$ cat config.mk
export PLATFORM = sky130hd
export DESIGN_NAME = sumador_serie
export DESIGN_NICKNAME = d
export VERILOG_FILES = /design/src/rtl/sumador_pkg.sv /design/src/rtl/full_adder_1b.sv /design/src/rtl/sumador_serie.sv
export SDC_FILE = /design/constraint.sdc
export NUM_CORES = 1
export LEC_CHECK = 0
export ABC_AREA = 0
export CAP_MARGIN = 5
export CORE_ASPECT_RATIO = 1.25
export CORE_MARGIN = 2
export CORE_UTILIZATION = 45
export CTS_BUF_LIST = sky130_fd_sc_hd__clkbuf_2 sky130_fd_sc_hd__clkbuf_4 sky130_fd_sc_hd__clkbuf_8
export DETAILED_ROUTE_END_ITERATION = 16
export GPL_TIMING_DRIVEN = 0
export PLACE_DENSITY = 0.68
export SLEW_MARGIN = 10
export SYNTH_ARGS = -nofsm -noshare
export SYNTH_HDL_FRONTEND = slang
export SYNTH_SLANG_ARGS = --single-unit
$ cat constraint.sdc
create_clock -name clk -period 3.45 [get_ports clk]
set_clock_uncertainty 0.05 [all_clocks]
set_input_delay 0.69 -clock clk [delete_from_list [all_inputs] [get_ports clk]]
set_output_delay 0.69 -clock clk [all_outputs]
set_load 0.01 [all_outputs]
$ cat src/rtl/sumador_pkg.sv
// Shared types and helpers for the serial adder/subtractor.
// Holds the FSM state type and the step-counter width calculation.
package sumador_pkg;

    typedef enum logic {
        IDLE = 1'b0,
        RUN  = 1'b1
    } state_t;

    // Counter must index N = width/digit steps; a single step still needs one bit.
    function automatic int cnt_width(input int width, input int digit);
        int n;
        n = width / digit;
        return (n < 2) ? 1 : $clog2(n);
    endfunction

endpackage

$ cat src/rtl/full_adder_1b.sv
// One-bit full-adder cell, the building block of the per-cycle ripple chain.
module full_adder_1b (
    input  logic a,
    input  logic b,
    input  logic ci,
    output logic s,
    output logic co
);

    assign s  = a ^ b ^ ci;
    assign co = (a & b) | (ci & (a ^ b));

endmodule

$ cat src/rtl/sumador_serie.sv
// Serial adder/subtractor: processes DIGIT bits per clock, LSB digit first,
// with a registered carry between digits and a start/busy/done handshake.
module sumador_serie
    import sumador_pkg::*;
#(
    parameter int WIDTH = 8,
    parameter int DIGIT = 1
) (
    input  logic             clk,
    input  logic             rst_n,
    input  logic             start,
    input  logic [WIDTH-1:0] a,
    input  logic [WIDTH-1:0] b,
    input  logic             cin,
    input  logic             sub,
    output logic             busy,
    output logic             done,
    output logic [WIDTH-1:0] sum,
    output logic             cout,
    output logic             ovf
);

    localparam int N  = WIDTH / DIGIT;
    localparam int CW = cnt_width(WIDTH, DIGIT);

    generate
        if (WIDTH < 2 || DIGIT < 1 || (WIDTH % DIGIT) != 0) begin : g_bad_param
            $error("sumador_serie: WIDTH must be >= 2 and a multiple of DIGIT");
        end
    endgenerate

    state_t           state;
    state_t           state_nxt;
    logic             load;
    logic             step;
    logic             last;

    logic [WIDTH-1:0] op_a;
    logic [WIDTH-1:0] op_b;
    logic             carry;
    logic [CW-1:0]    cnt;
    logic [WIDTH-1:0] acc;
    logic [WIDTH-1:0] acc_nxt;

    logic [DIGIT:0]   chain;
    logic [DIGIT-1:0] dig;

    assign last = (cnt == CW'(N - 1));

    // Ripple chain over the low DIGIT bits of the working operands.
    assign chain[0] = carry;
    generate
        for (genvar i = 0; i < DIGIT; i++) begin : g_cell
            full_adder_1b u_fa (
                .a  (op_a[i]),
                .b  (op_b[i]),
                .ci (chain[i]),
                .s  (dig[i]),
                .co (chain[i+1])
            );
        end
    endgenerate

    // The new digit enters at the top so that after N steps the LSB digit sits at bit 0.
    generate
        if (DIGIT == WIDTH) begin : g_acc_full
            assign acc_nxt = dig;
        end else begin : g_acc_shift
            assign acc_nxt = {dig, acc[WIDTH-1:DIGIT]};
        end
    endgenerate

    // NOTE: sequential state uses non-blocking assignments so every register
    // samples pre-edge values; blocking here would create order-dependent races.
    always_ff @(posedge clk) begin
        if (!rst_n) begin
            state <= IDLE;
        end else begin
            state <= state_nxt;
        end
    end

    always_comb begin
        state_nxt = state;
        case (state)
            IDLE:    if (start) state_nxt = RUN;
            RUN:     if (last)  state_nxt = IDLE;
            default: state_nxt = IDLE;
        endcase
    end

    // NOTE: every signal gets a default before the case so no path leaves it
    // unassigned, which would otherwise infer a latch.
    always_comb begin
        load = 1'b0;
        step = 1'b0;
        busy = 1'b0;
        case (state)
            IDLE: load = start;
            RUN: begin
                step = 1'b1;
                busy = 1'b1;
            end
            default: ;
        endcase
    end

    always_ff @(posedge clk) begin
        if (!rst_n) begin
            op_a  <= '0;
            op_b  <= '0;
            carry <= 1'b0;
            cnt   <= '0;
            acc   <= '0;
            done  <= 1'b0;
            sum   <= '0;
            cout  <= 1'b0;
            ovf   <= 1'b0;
        end else begin
            done <= 1'b0;
            if (load) begin
                op_a  <= a;
                op_b  <= sub ? ~b : b;
                carry <= sub ? 1'b1 : cin;
                cnt   <= '0;
                acc   <= '0;
            end else if (step) begin
                op_a  <= op_a >> DIGIT;
                op_b  <= op_b >> DIGIT;
                acc   <= acc_nxt;
                carry <= chain[DIGIT];
                cnt   <= cnt + CW'(1);
                // Outputs live in their own register so partial digits never show.
                if (last) begin
                    sum  <= acc_nxt;
                    cout <= chain[DIGIT];
                    ovf  <= chain[DIGIT] ^ chain[DIGIT-1];
                    done <= 1'b1;
                end
            end
        end
    end

endmodule

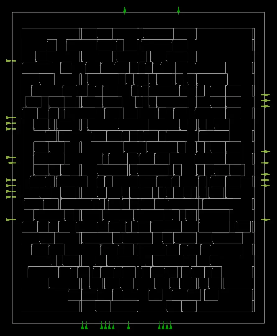
Fig. 1. Placed standard cells.
fin util: 59.7%
Filler cells: 347
Cell Count, Final, Fillers Out: 267
sequential share of cell area: 34.5%
sequential cell count: 39

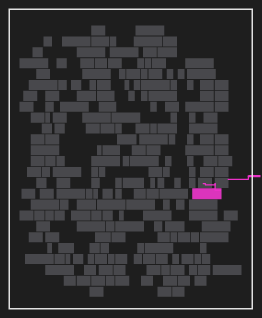
Fig. 2. Wires at chosen ports, followed through buffers.
(4 px per µm)
legend:
  cout:
    colour: magenta
    bits: 1
    direction: output
    end_cells: 1
    buffers: 1
    wire: 13.0 µm
port buffer count: 30
num ports: 33

==> results.json <==
{
  "power.internal_mw": 0.724,
  "top_cell_area_share_pct": 43.6,
  "powerComb_mw": 0.124,
  "syn_avg_cell_area_um2": 10.2,
  "ys_warn_count": 0,
  "synthTopCellsByArea": "dfxtp_1 (44%), mux2i_1 (9.5%), a21bo_2 (5.0%), xnor2_1 (4.9%), nand3_1 (4.8%)",
  "taps": 54,
  "core.rowCount": 25,
  "use_met3_pct": 5.74,
  "async_flop_share_pct": 0,
  "synth_chip_area_um2": 1790,
  "endpoint": "busy",
  "r2r-start": "cnt[0]$_SDFFE_PP0P_",
  "status": "finished clean",
  "syn_area_um2": 1790,
  "dpl_cell_area_um2": 2160,
  "cts_resized": 0,
  "dp.cells": 259,
  "worstReg2RegEnd": "cout$_SDFFE_PN0P_",
  "worstSetupPathDepth": 1,
  "p_total_mw": 0.946,
  "worst_slew_pin_slew_ps": 441,
  "drc": 0,
  "cts_setup_buffers": 0,
  "slew_headroom_pct": 70.6,
  "grtUsageMet1_pct": 20.6,
  "finalNetCount": 237,
  "nonClkBufAreaFrac_pct": 17.7,
  "wl_met3_um": 158,
  "pwr-share-clk_pct": 35.9,
  "hold_viol_final": 0,
  "cp.arrival_ps": 1280,
  "period_used_pct": 58.6,
  "end_kind": "primary output",
  "combPwrFrac_pct": 13.1,
  "gp_congestion": 0.752,
  "mux_area_share_pct": 9.51,
  "ys_sh_adder_pct": 3.22
}
No activity file was given, so power comes from the tool's default toggle rates.
